==> src/rtl/lc3b_types_pkg.sv <==
// -----------------------------------------------------------------------------
// lc3b_types : shared LC-3b core types.
//   lc3b_reg        3-bit architectural register index (R0..R7)
//   lc3b_word       16-bit machine word / address
//   hazard_state_t  sequencer state of hazard_control_unit
// No ports (package).
// -----------------------------------------------------------------------------
package lc3b_types;

  typedef logic [2:0]  lc3b_reg;
  typedef logic [15:0] lc3b_word;

  // RUN: normal sequencing. SQUASH_IF: a taken branch resolved while a fetch
  // was still in flight; wait for that fetch to drain before redirecting.
  typedef enum logic [0:0] {
    HZ_RUN       = 1'b0,
    HZ_SQUASH_IF = 1'b1
  } hazard_state_t;

endpackage

==> src/rtl/hazard_control_unit_perf_counter.sv <==
// -----------------------------------------------------------------------------
// hazard_perf_counter : saturating event counter (sticks at all-ones).
// Ports:
//   clk      in   core clock
//   reset    in   asynchronous, active-high reset (clears the count)
//   inc_i    in   count this cycle
//   count_o  out  WIDTH-bit registered count
// -----------------------------------------------------------------------------
module hazard_perf_counter #(
  parameter int unsigned WIDTH = 16
) (
  input  logic             clk,
  input  logic             reset,
  input  logic             inc_i,
  output logic [WIDTH-1:0] count_o
);

  logic [WIDTH-1:0] count_q;
  logic [WIDTH-1:0] count_d;

  // Next count: increment unless already saturated.
  always_comb begin
    count_d = count_q;
    if (inc_i && (count_q != {WIDTH{1'b1}})) begin
      count_d = count_q + {{(WIDTH-1){1'b0}}, 1'b1};
    end else begin
      count_d = count_q;
    end
  end

  // Count register.
  always_ff @(posedge clk or posedge reset) begin
    if (reset) begin
      count_q <= {WIDTH{1'b0}};
    end else begin
      count_q <= count_d;
    end
  end

  assign count_o = count_q;

endmodule

==> src/rtl/hazard_control_unit.sv <==
// -----------------------------------------------------------------------------
// hazard_control_unit : pipeline sequencer for the 5-stage LC-3b core.
// Generates per-stage load/flush enables for IF/ID, ID/EX, EX/MEM, MEM/WB,
// handling load-use bubbles, i/d-memory wait stalls and branch-taken squash,
// and owns the redirect-target latch used when a branch resolves while a
// fetch is still in flight.
//
// Ports:
//   clk, reset                      clock, async active-high reset
//   src1_id/src2_id (+_valid_id)    source registers read by the ID instruction
//   dest_ex, load_regfile_ex,
//   mem_read_ex                     destination / kind of the EX instruction
//   imem_read, imem_resp            instruction fetch handshake
//   dmem_req, dmem_resp             data access handshake
//   br_taken_mem, br_target_mem     branch resolution from MEM
//   load_pc, load_if_id, load_id_ex,
//   load_ex_mem, load_mem_wb        stage enables
//   flush_if_id, flush_id_ex,
//   flush_ex_mem                    load a NOP into that register
//   pc_redirect, pc_target          PC mux select and target
//
// Optional build macro HAZARD_PERF_CNT_EN adds:
//   stall_cycles  cycles with load_pc = 0 (saturating)
//   flush_events  accepted taken branches (saturating)
// -----------------------------------------------------------------------------
module hazard_control_unit
  import lc3b_types::*;
#(
  parameter int unsigned PERF_CNT_WIDTH = 16
) (
  input  logic     clk,
  input  logic     reset,
  input  lc3b_reg  src1_id,
  input  lc3b_reg  src2_id,
  input  logic     src1_valid_id,
  input  logic     src2_valid_id,
  input  lc3b_reg  dest_ex,
  input  logic     load_regfile_ex,
  input  logic     mem_read_ex,
  input  logic     imem_read,
  input  logic     imem_resp,
  input  logic     dmem_req,
  input  logic     dmem_resp,
  input  logic     br_taken_mem,
  input  lc3b_word br_target_mem,
  output logic     load_pc,
  output logic     load_if_id,
  output logic     load_id_ex,
  output logic     load_ex_mem,
  output logic     load_mem_wb,
  output logic     flush_if_id,
  output logic     flush_id_ex,
  output logic     flush_ex_mem,
  output logic     pc_redirect,
  output lc3b_word pc_target
`ifdef HAZARD_PERF_CNT_EN
  ,
  output logic [PERF_CNT_WIDTH-1:0] stall_cycles,
  output logic [PERF_CNT_WIDTH-1:0] flush_events
`endif
);

  // Counters need at least one bit.
  if (PERF_CNT_WIDTH < 1) begin : g_bad_width
    $error("hazard_control_unit: PERF_CNT_WIDTH must be >= 1");
  end

  hazard_state_t state_q, state_d;
  lc3b_word      tgt_q, tgt_d;
  logic          resp_seen_q, resp_seen_d;

  logic mem_stall_s;
  logic if_busy_s;
  logic lu_haz_s;

  assign mem_stall_s = dmem_req & ~dmem_resp;
  assign if_busy_s   = imem_read & ~imem_resp;
  // R0 is a real register on LC-3b, so no zero-register exclusion.
  assign lu_haz_s    = mem_read_ex & load_regfile_ex &
                       ((src1_valid_id & (dest_ex == src1_id)) |
                        (src2_valid_id & (dest_ex == src2_id)));

  // Stage enables, flushes, redirect and next-state decode.
  always_comb begin
    load_pc      = 1'b1;
    load_if_id   = 1'b1;
    load_id_ex   = 1'b1;
    load_ex_mem  = 1'b1;
    load_mem_wb  = 1'b1;
    flush_if_id  = 1'b0;
    flush_id_ex  = 1'b0;
    flush_ex_mem = 1'b0;
    pc_redirect  = 1'b0;
    state_d      = state_q;
    tgt_d        = tgt_q;
    resp_seen_d  = resp_seen_q;
    case (state_q)
      HZ_RUN: begin
        if (mem_stall_s) begin
          // Freeze everything; a pending branch is held in MEM, not consumed.
          load_pc     = 1'b0;
          load_if_id  = 1'b0;
          load_id_ex  = 1'b0;
          load_ex_mem = 1'b0;
          load_mem_wb = 1'b0;
        end else if (br_taken_mem) begin
          flush_if_id  = 1'b1;
          flush_id_ex  = 1'b1;
          flush_ex_mem = 1'b1;
          if (!if_busy_s) begin
            pc_redirect = 1'b1;
          end else begin
            // Fetch still in flight: remember the target, redirect later.
            load_pc = 1'b0;
            tgt_d   = br_target_mem;
            state_d = HZ_SQUASH_IF;
          end
        end else if (if_busy_s || lu_haz_s) begin
          // Hold IF/ID and PC, inject one bubble into ID/EX.
          load_pc     = 1'b0;
          load_if_id  = 1'b0;
          flush_id_ex = 1'b1;
        end else begin
          load_pc = 1'b1;
        end
      end
      HZ_SQUASH_IF: begin
        flush_if_id = 1'b1;
        load_pc     = 1'b0;
        if (mem_stall_s) begin
          load_if_id  = 1'b0;
          load_id_ex  = 1'b0;
          load_ex_mem = 1'b0;
          load_mem_wb = 1'b0;
          // Remember a fetch completion that landed while MEM was stalled.
          if (imem_resp) begin
            resp_seen_d = 1'b1;
          end else begin
            resp_seen_d = resp_seen_q;
          end
        end else if (imem_resp || resp_seen_q) begin
          load_pc     = 1'b1;
          pc_redirect = 1'b1;
          resp_seen_d = 1'b0;
          state_d     = HZ_RUN;
        end else begin
          load_pc = 1'b0;
        end
      end
      default: begin
        state_d     = HZ_RUN;
        resp_seen_d = 1'b0;
      end
    endcase
  end

  // In SQUASH_IF the live MEM target is stale (MEM was flushed); use the latch.
  assign pc_target = (state_q == HZ_SQUASH_IF) ? tgt_q : br_target_mem;

  // Sequencer state, redirect target latch and deferred-response flag.
  always_ff @(posedge clk or posedge reset) begin
    if (reset) begin
      state_q     <= HZ_RUN;
      tgt_q       <= 16'h0000;
      resp_seen_q <= 1'b0;
    end else begin
      state_q     <= state_d;
      tgt_q       <= tgt_d;
      resp_seen_q <= resp_seen_d;
    end
  end

`ifdef HAZARD_PERF_CNT_EN
  logic stall_inc_s;
  logic flush_inc_s;

  assign stall_inc_s = ~load_pc;
  assign flush_inc_s = (state_q == HZ_RUN) & ~mem_stall_s & br_taken_mem;

  hazard_perf_counter #(.WIDTH(PERF_CNT_WIDTH)) u_stall_cnt (
    .clk     (clk),
    .reset   (reset),
    .inc_i   (stall_inc_s),
    .count_o (stall_cycles)
  );

  hazard_perf_counter #(.WIDTH(PERF_CNT_WIDTH)) u_flush_cnt (
    .clk     (clk),
    .reset   (reset),
    .inc_i   (flush_inc_s),
    .count_o (flush_events)
  );
`endif

endmodule

==> config.mk <==
export PLATFORM = sky130hd
export DESIGN_NAME = hazard_control_unit
export DESIGN_NICKNAME = d
export VERILOG_FILES = /design/src/rtl/lc3b_types_pkg.sv /design/src/rtl/hazard_control_unit_perf_counter.sv /design/src/rtl/hazard_control_unit.sv
export SDC_FILE = /design/constraint.sdc
export NUM_CORES = 1
export LEC_CHECK = 0
export ABC_CLOCK_PERIOD_IN_PS = 2240
export CELL_PAD_IN_SITES_DETAIL_PLACEMENT = 0
export CELL_PAD_IN_SITES_GLOBAL_PLACEMENT = 1
export CORE_UTILIZATION = 30
export CTS_BUF_LIST = sky130_fd_sc_hd__clkbuf_8
export DETAILED_ROUTE_END_ITERATION = 16
export HOLD_SLACK_MARGIN = 0.08
export PLACE_DENSITY = 0.8
export SLEW_MARGIN = 20
export SYNTH_ARGS = -nofsm -noshare
export SYNTH_HDL_FRONTEND = slang
export SYNTH_HIERARCHICAL = 1
export SYNTH_SLANG_ARGS = --single-unit
==> constraint.sdc <==
create_clock -name clk -period 2.24 [get_ports clk]
set_clock_uncertainty 0.1 [all_clocks]
set_input_delay 0.336 -clock clk [delete_from_list [all_inputs] [get_ports clk]]
set_output_delay 0.336 -clock clk [all_outputs]
set_load 0.1 [all_outputs]
==> results.sh <==
# flow metrics
export IMPL_pg_clk_w=0.000219
export IMPL_place_hpwl_microns=2350
export IMPL_fp_utilization=0.324
export IMPL_wl_per_cell_microns=14.5
export IMPL_n_antenna_cell=0
export IMPL_place_area_sq_um=2030
export IMPL_cts_sinks=18
export IMPL_grtUsageTotal=0.156
export IMPL_r2r_slack_ns=0.59
export IMPL_async_flop_share=1.00
export IMPL_rows=21
export IMPL_p_leak_nw=0.956
export IMPL_critPathKind="primary input to primary output"
export IMPL_cts_made_buffers=3
export IMPL_comb_power_w=0.000969
export IMPL_fin_cells=199
export IMPL_cts_setup_buffers=0
export IMPL_p_per_area_nw_per_um2=778
export IMPL_edf_count=0
export IMPL_irDropWorstVdd_uv=577
export IMPL_synth_stat_cells=91
export IMPL_grt_pass1_vias=1037
export IMPL_yosysMostFrequentCell="mux2_2"
export IMPL_p_int_w=0.000944
export IMPL_gp_congestion=0.863
export IMPL_top_cells_by_count="mux2_2, dfrtp_1, mux2_4"
export IMPL_cp_end_kind="primary output"
export IMPL_setup_violations=0
export IMPL_nonClkBufAreaFrac=0.431
export IMPL_synth_warnings=6
export IMPL_r2r_end="tgt_q[12]"
export IMPL_synth_cell_types=26
export IMPL_cts_resized=7
export IMPL_startpoint="src2_valid_id"
export IMPL_vias=941
export IMPL_seq_power_w=0.000461
export IMPL_cp_endpoint="load_pc"
export IMPL_ys_flops=18
export IMPL_clockRootBuffer="clkbuf_8"
export IMPL_ant_nets=0
export IMPL_num_fill_cells=274
export IMPL_floorplan_nets=127
export IMPL_max_freq_mhz=463
export IMPL_clk_latency_ns=0.25
export IMPL_yosysTopAreaCell="dfrtp_1"
export IMPL_dominantRegCellSynth="dfrtp_1"
export IMPL_seq_area_frac=0.212
export IMPL_fp_dieH_microns=63.2
export IMPL_nets=191
export IMPL_combPwrFrac=0.588
export IMPL_viasPerCell=4.73
export IMPL_synth_area_yosys_sq_um=1120
export IMPL_r2r_start="state_q"
export IMPL_comb_cells=64
export IMPL_syn2layout_area_growth_pct=88.8
export IMPL_dp_cells=196
export IMPL_signal_buffers=67
export IMPL_hold_violations=0
export IMPL_cts_tree="yes"
export IMPL_antenna_found_initial=0
export IMPL_regArea_sq_um=450
export IMPL_top_power_group="combinational logic"
export IMPL_sh_comb_area=0.308
export IMPL_setup_ws_ns=0.0790
export IMPL_core_area_sq_um=3470
export IMPL_grt_first_pass_wirelength_microns=4800
export IMPL_r2r_cells=3
export IMPL_power_frac_clock=0.133
export IMPL_switching_share=0.427
export IMPL_post_route_period_util=0.965
export IMPL_post_place_ws_ns=-0.141
export IMPL_hold_class="primary input to async pin"
export IMPL_drc=0
export IMPL_tool_warnings=27
export IMPL_clkbuf_count=3
export IMPL_syn_avg_cell_area_sq_um=12.3
export IMPL_clkTransAtPathRegs_ns=0.06
export IMPL_synthCells=91
export IMPL_postRouteWirelength_microns=2890
export IMPL_drive_gt1_frac=0.484
export IMPL_syn_cell_area_sq_um=1120
export IMPL_path_max_fanout=2
export IMPL_drt_iter0_markers=16
export IMPL_worst_pin_slew_ns=0.660
export IMPL_h_tree_depth=1
export IMPL_fin_area_sq_um=2120
export IMPL_chip_area_sq_um=3990
export IMPL_finalCriticalPeriod_ns=2.16
export IMPL_grt_ovfl_total=0
export IMPL_pwr_share_seq=0.279
export IMPL_outcome="finished clean"
export IMPL_drtPass1Iterations=3
export IMPL_ios=61
export IMPL_cp_start_kind="primary input"
export IMPL_grt_max_degree=19
export IMPL_logic_area_sq_um=653
export IMPL_worstPathRequired_ns=1.80
export IMPL_clkCellAreaFrac=0.0195
export IMPL_finalMaxSlewViolations=0
export IMPL_clk_path_buf_depth=2
export IMPL_switchingPower_w=0.000705
export IMPL_top_cell_area_share=0.401
export IMPL_cap_violations=0
export IMPL_synth_area_top_cells="dfrtp_1, mux2_2, mux2_4, xnor2_1, buf_4"
export IMPL_worstPathArrival_ns=1.72
export IMPL_slew_headroom=0.559
export IMPL_die_x_microns=63.2
export IMPL_dominant_cell_class="buffers"
export IMPL_hold_buffers=0
export IMPL_tns_ns=0
export IMPL_synth_seq_share=0.401
export IMPL_io_buffers=60
export IMPL_n_all_inverters=1
[stage by stage]
step                power (W)   util  hold WS, ns
CTS                   0.00166  0.601        0.398
floorplan             0.00110      -        0.175
detailed placement    0.00144  0.586        0.390
global route          0.00172  0.611        0.423
global placement      0.00142  0.586        0.381
finish                0.00165  0.611        0.375
[flip-flops by register name, summed over array words and instances (netlist names)]
name         cells
resp_seen_q      1
tgt_q           16
state_q          1
[placed cells by master (no fill, tap or decap)]
master,synthesis,layout
clkdlybuf4s50_1,0,26
buf_12,0,25
mux2_2,23,23
dfrtp_1,18,18
mux2_4,9,9
buf_4,3,7
xnor2_1,6,6
dlymetal6s2s_1,0,6
nand2_1,5,5
clkbuf_8,0,3
dlygate4sd2_1,0,3
nand2b_1,2,2
nand4_1,2,2
a21oi_1,3,2
nor2b_1,1,1
and2b_4,1,1
nand3_4,1,1
o21ai_0,2,1
o211ai_1,1,1
nand3_1,1,1
a21o_1,1,1
a2111oi_4,0,1
o31ai_1,1,1
nor2_2,0,1
a211oi_4,0,1
o21ai_2,0,1
and2_1,1,1
a21oi_2,0,1
o31a_1,1,1
inv_1,1,1
[routing by layer]
layer	vias to the layer above	part of all wire	GRT usage	routed length (microns)
met1	467	0.38	0.172	1110
li1	446	-	-	-
met4	0	0.025	0.0767	71
met2	21	0.56	0.280	1610
met3	7	0.035	0.0344	101
met5	-	0	0	0
[cells by family after synthesis]
| group | share of synthesized area |
|---|---|
| mux | 0.351 |
| flops | 0.401 |
| simple gates | 0.0824 |
| xor+xnor | 0.0468 |
| compound gates | 0.0646 |
| buf+inv | 0.0546 |
[worst max-delay path: stages]
cell             delay, ns
clkdlybuf4s50_1       0.47
nand4_1               0.17
buf_4                 0.21
a211oi_4              0.25
o21ai_2               0.11
buf_12                0.17
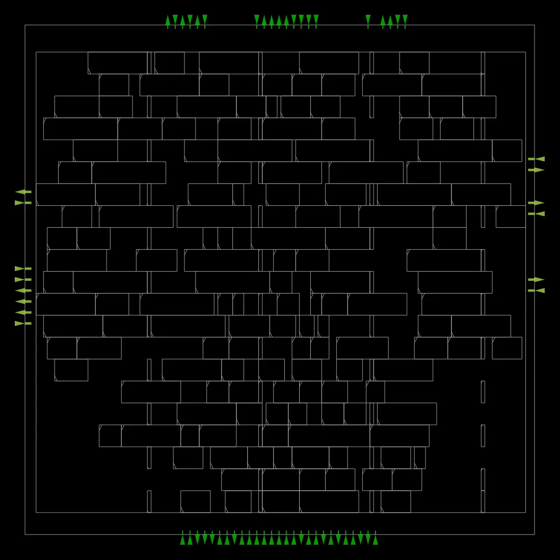
Fig. 1. Cell outlines without signal wires.
Flops: 18
tap cells: 46

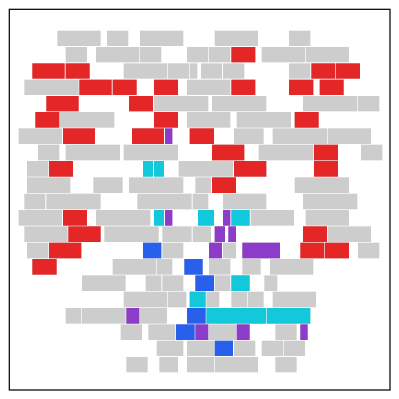
Fig. 2. Logic cells by family.
Scale: 6 px per micron.
- blue: xor and xnor cells (cells 6; where bottom centre)
- cyan: aoi and oai cells (cells 9)
- purple: nand cells (cells 11)
- red: mux cells (cells 32)

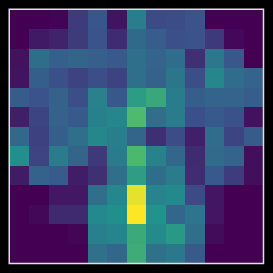
Fig. 3. Wire density map.
Scale: 4 px per micron. 13 x 13 tiles, from dark purple (low) to yellow (high), scaled to the fullest tile. Values are wire area over tile area, all layers added.
- tiles over half the peak: 6.5%
- emptiest ninth of the die: lower left
- mean over tiles: 0.11
- densest ninth of the die: bottom centre
- fullest tile: 0.45

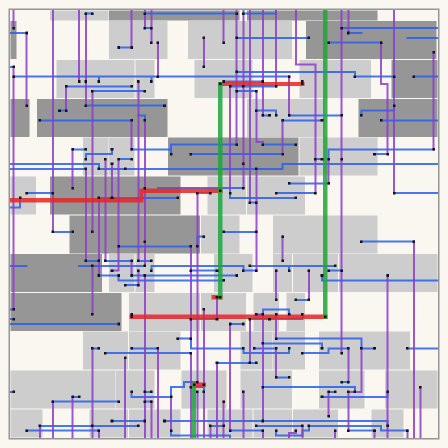
Fig. 4. Layout detail.
Region (17, 17) to (47, 47) microns. Cells in grey, sequential cells in the stronger grey; small squares are vias.
- red: M3
- green: M4
- purple: M2
- blue: M1
- cells with their middle in the window: 49
- most frequent: dfrtp_1 (8), buf_12 (5)
- netlist names of flops here include: tgt_q (6)
- sequential cells in the window: 8

No activity file was given, so power comes from the tool's default toggle rates.
